File: src/rtl/mips_pkg.sv
// mips_pkg: shared multiply/divide op encodings and FSM state type.
package mips_pkg;
  localparam logic [1:0] MD_MULT  = 2'd0;
  localparam logic [1:0] MD_MULTU = 2'd1;
  localparam logic [1:0] MD_DIV   = 2'd2;
  localparam logic [1:0] MD_DIVU  = 2'd3;
  typedef enum logic [1:0] {MD_IDLE, MD_RUN, MD_FIX} md_state_e;
endpackage

File: src/rtl/mult_div_unit.sv
// mult_div_unit: iterative 32-bit MIPS multiply/divide owning HI/LO.
// clk, rst (async active-low); start/op launch on busA/busB in IDLE;
// hi_we/lo_we load busA into HI/LO in IDLE; hi/lo registers; busy while
// not IDLE; done pulses in the first cycle new results are visible.
module mult_div_unit
  import mips_pkg::*;
(
  input  logic        clk,
  input  logic        rst,
  input  logic        start,
  input  logic [1:0]  op,
  input  logic [31:0] busA,
  input  logic [31:0] busB,
  input  logic        hi_we,
  input  logic        lo_we,
  output logic [31:0] hi,
  output logic [31:0] lo,
  output logic        busy,
  output logic        done
);
  md_state_e   state_q, state_d;
  logic [4:0]  cnt_q, cnt_d;
  logic [63:0] acc_q, acc_d;
  logic [31:0] opd_q, opd_d, hi_q, hi_d, lo_q, lo_d;
  logic        is_div_q, is_div_d, neg_lo_q, neg_lo_d, neg_hi_q, neg_hi_d, done_q, done_d;
  logic        sgn, a_neg, b_neg, b_zero;
  logic [31:0] a_mag, b_mag;
  logic [32:0] add_x, add_y, sum;
  logic [63:0] prod;
  assign sgn    = (op == MD_MULT) || (op == MD_DIV);
  assign a_neg  = sgn & busA[31];
  assign b_neg  = sgn & busB[31];
  assign b_zero = busB == 32'd0;
  assign a_mag  = a_neg ? -busA : busA;
  assign b_mag  = b_neg ? -busB : busB;
  // Divide: 33-bit trial subtract of divisor from the shifted remainder.
  // Multiply: add multiplicand to the upper product half.
  assign add_x = is_div_q ? acc_q[63:31] : {1'b0, acc_q[63:32]};
  assign add_y = is_div_q ? ~{1'b0, opd_q} : {1'b0, opd_q};
  assign sum   = add_x + add_y + {32'd0, is_div_q};
  assign prod  = neg_lo_q ? -acc_q : acc_q;
  always_comb begin
    state_d  = state_q;
    cnt_d    = cnt_q;
    acc_d    = acc_q;
    opd_d    = opd_q;
    hi_d     = hi_q;
    lo_d     = lo_q;
    is_div_d = is_div_q;
    neg_lo_d = neg_lo_q;
    neg_hi_d = neg_hi_q;
    done_d   = 1'b0;
    case (state_q)
      MD_IDLE: begin
        hi_d = hi_we ? busA : hi_q;
        lo_d = lo_we ? busA : lo_q;
        if (start) begin
          state_d  = MD_RUN;
          cnt_d    = 5'd0;
          is_div_d = op[1];
          acc_d    = {32'd0, op[1] ? a_mag : b_mag};
          opd_d    = op[1] ? b_mag : a_mag;
          // A zero divisor yields an all-ones quotient from the iteration
          // itself, so its sign flip is suppressed; the remainder is then busA.
          neg_lo_d = (a_neg ^ b_neg) & ~(op[1] & b_zero);
          neg_hi_d = op[1] ? a_neg : a_neg ^ b_neg;
        end
      end
      MD_RUN: begin
        cnt_d   = cnt_q + 5'd1;
        acc_d   = is_div_q ? (sum[32] ? {acc_q[62:0], 1'b0} : {sum[31:0], acc_q[30:0], 1'b1})
                           : {acc_q[0] ? sum : {1'b0, acc_q[63:32]}, acc_q[31:1]};
        state_d = cnt_q == 5'd31 ? MD_FIX : MD_RUN;
      end
      MD_FIX: begin
        hi_d    = is_div_q ? (neg_hi_q ? -acc_q[63:32] : acc_q[63:32]) : prod[63:32];
        lo_d    = is_div_q ? (neg_lo_q ? -acc_q[31:0] : acc_q[31:0]) : prod[31:0];
        done_d  = 1'b1;
        state_d = MD_IDLE;
      end
      default: state_d = MD_IDLE;
    endcase
  end
  always_ff @(posedge clk or negedge rst) begin
    if (!rst) begin
      state_q  <= MD_IDLE;
      cnt_q    <= 5'd0;
      acc_q    <= 64'd0;
      opd_q    <= 32'd0;
      hi_q     <= 32'd0;
      lo_q     <= 32'd0;
      is_div_q <= 1'b0;
      neg_lo_q <= 1'b0;
      neg_hi_q <= 1'b0;
      done_q   <= 1'b0;
    end else begin
      state_q  <= state_d;
      cnt_q    <= cnt_d;
      acc_q    <= acc_d;
      opd_q    <= opd_d;
      hi_q     <= hi_d;
      lo_q     <= lo_d;
      is_div_q <= is_div_d;
      neg_lo_q <= neg_lo_d;
      neg_hi_q <= neg_hi_d;
      done_q   <= done_d;
    end
  end
  assign hi   = hi_q;
  assign lo   = lo_q;
  assign busy = state_q != MD_IDLE;
  assign done = done_q;
endmodule
File: config.mk
export PLATFORM = sky130hd
export DESIGN_NAME = mult_div_unit
export DESIGN_NICKNAME = d
export VERILOG_FILES = /design/src/rtl/mips_pkg.sv /design/src/rtl/mult_div_unit.sv
export SDC_FILE = /design/constraint.sdc
export NUM_CORES = 1
export LEC_CHECK = 0
export CORE_MARGIN = 8
export CORE_UTILIZATION = 59
export CTS_BUF_LIST = sky130_fd_sc_hd__clkbuf_16
export CTS_CLUSTER_DIAMETER = 30
export CTS_CLUSTER_SIZE = 14
export DETAILED_ROUTE_END_ITERATION = 10
export MAX_ROUTING_LAYER = met4
export PLACE_DENSITY = 0.82
export SYNTH_ARGS = -nofsm -noshare
export SYNTH_HDL_FRONTEND = slang
export SYNTH_SLANG_ARGS = --single-unit
File: constraint.sdc
create_clock -name clk -period 6 [get_ports clk]
set_input_delay 0.6 -clock clk [delete_from_list [all_inputs] [get_ports clk]]
set_output_delay 0.6 -clock clk [all_outputs]
set_load 0.01 [all_outputs]
closeup.png
Region (60, 94) to (110, 144) um. Cells in gray, sequential cells in the stronger gray; small squares are vias.
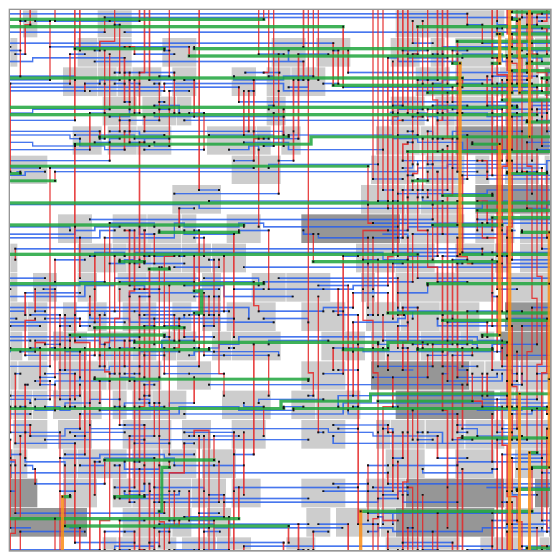
Orange stands for M4. Blue stands for M1. Red stands for M2. Green stands for M3.
Most frequent: nand2_1 (20), mux2i_1 (18), xor2_1 (17). Netlist names of flops here include acc_q (9). Sequential cells in the window: 9. 170 logic cells have their middle in the window.

sizing.png
(1.5 px per um)
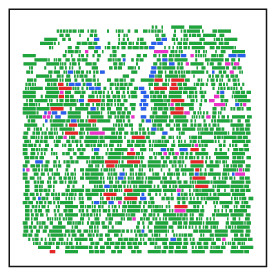
Blue stands for x2, cells 62, share 3.5%, most used mux2_2. Green stands for x1 and smaller, cells 1657, share 93%, most used nand2_1. Magenta stands for x3 and x4, cells 33, share 1.8%, most used buf_4. Red stands for x6 and larger, cells 32, share 1.8%, most used clkbuf_16.
setup ws final: 0.9361 ns
area grow syn2layout: 14.46%

==> results.txt <==
flow finished, numbers: most frequent cells in the layout=199 x nand2_1, 170 x dfrtp_1, 166 x nor2_1, status=completed, register-to-register setup slack=0.94 ns, Cells after Synth=1732, Worst Tran Pin Value=1.103 ns, Crit path arrival time=5.40 ns, first-pass GRT wire length=75870 um, CTS tree=done, Die Ht=around 170 um, cell taking the most area after synthesis=dfrtp_1, DP HPWL=37590 um, critical path endpoint=acc_q[40], count leader, synth=nand2_1, Syn Nets=1841, Tool Warnings=26, fin crit share=84.40%, Max FO, Critical Path=57, placed inst area=15490 sq um, final hold violations=0, fp util=~60%, ys flops=171, TritonCTS Buffers=17, count of final max-slew check failures=0, crit end category=flop, adder share=approximately 3.4%, vias in the first global route=12940, core area=23470 sq um, Fillers=1942, main flop type=dfrtp_1, met2 wire len=21000 um, clock root buffer master=clkbuf_16, CP Data Required Time=6.34 ns, Top logic family=AND-OR/OR-AND gates, Mux area share=9.545%, Reg2Reg Depth=13, GPL Wtd Cong=1.041, post-route cell area=16130 sq um, Worst-path clk slew=0.09 ns, ranking of synthesized cells by area=dfrtp_1 30%, xor2_1 6.8%, mux2i_1 6.1%, CTS sink count=171, Die Area=29090 sq um, post_cts resized=0, simple share=~18%
route_heat.png
(2 px per um) The die is cut into 34 by 34 equal tiles; dark purple is low, yellow is high, scaled to the fullest tile. Values are wire area over tile area, all layers added.
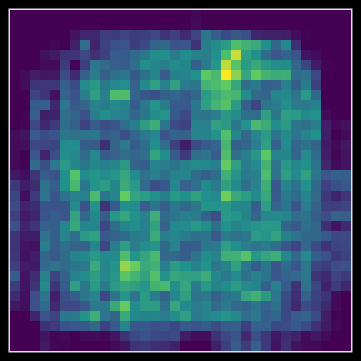
The fullest tile reaches 0.95. The mean over all tiles is 0.29. The emptiest ninth of the die: top left. 14% of the tiles are nearly empty.
DR WL/cell: 23.49 um
vias: 13900
final WL: 49450 um
overall routing resource usage: 34.91%

floorplan.png
(3 px per um) Pins as bars on the die edge.
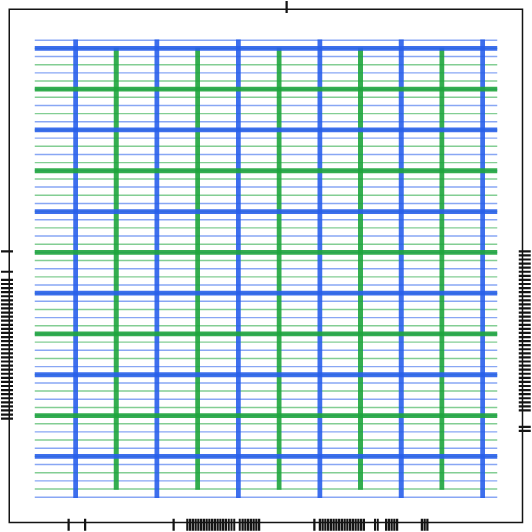
Blue stands for VSS. Green stands for VDD.
57 met1 rails follow the rows. 11 straps on met4.

[worst max-delay path, delay by kind of cell (launching register included)]
kind            cells  cell delay, ns
compound gates      5            1.46
xor+xnor            2            0.70
fa+ha+maj           1            0.28
buf+inv             2            0.93
flops               1            0.97
mux                 2            0.34
simple gates        1            0.25
[routing by layer]
| layer | vias to the layer above | track usage (%) |
|---|---|---|
| li1 | 6376 | - |
| met1 | 6607 | 48.25 |
| met2 | 798 | 49.72 |
| met3 | 114 | 7.398 |
| met4 | 0 | 12.70 |
| met5 | - | - |
[final cells by class]
class                           instances  area, sq um  area share [%]
Multi-Input combinational cell       1404         9225           57.19
Sequential cell                       171         4283           26.55
Timing Repair Buffer                  156         1508           9.347
Clock buffer                           17        425.4           2.637
Tap cell                              319        399.1           2.474
Clock inverter                         15        206.4           1.280
Inverter                               21        78.83          0.4887
Antenna cell                            2        5.005         0.03103
[logic make-up (layout without fill, tap and decap cells)]
group,after synthesis,after routing
buf+inv,157,209
flops,171,171
mux,129,129
fa+ha+maj,38,38
xor+xnor,181,181
compound gates,516,516
simple gates,540,540
other cells,0,2
[through the flow]
step	hold WS (ns)	worst slack (ns)	util (%)	cells
floorplan	0.3044	1.432	-	1732
global placement	0.4619	1.273	66.01	2071
detailed placement	0.4683	1.150	66.01	2071
CTS	0.1304	1.070	68.70	2103
global route	0.1489	0.6106	68.72	2105
finish	0.09234	0.9361	68.72	2105
[state kept, by name, indices dropped and copies added, names as in the netlist]
signal    flops
neg_lo_q      1
neg_hi_q      1
done          1
is_div_q      1
hi           32
lo           32
acc_q        64
opd_q        32
state_q       2
cnt_q         5
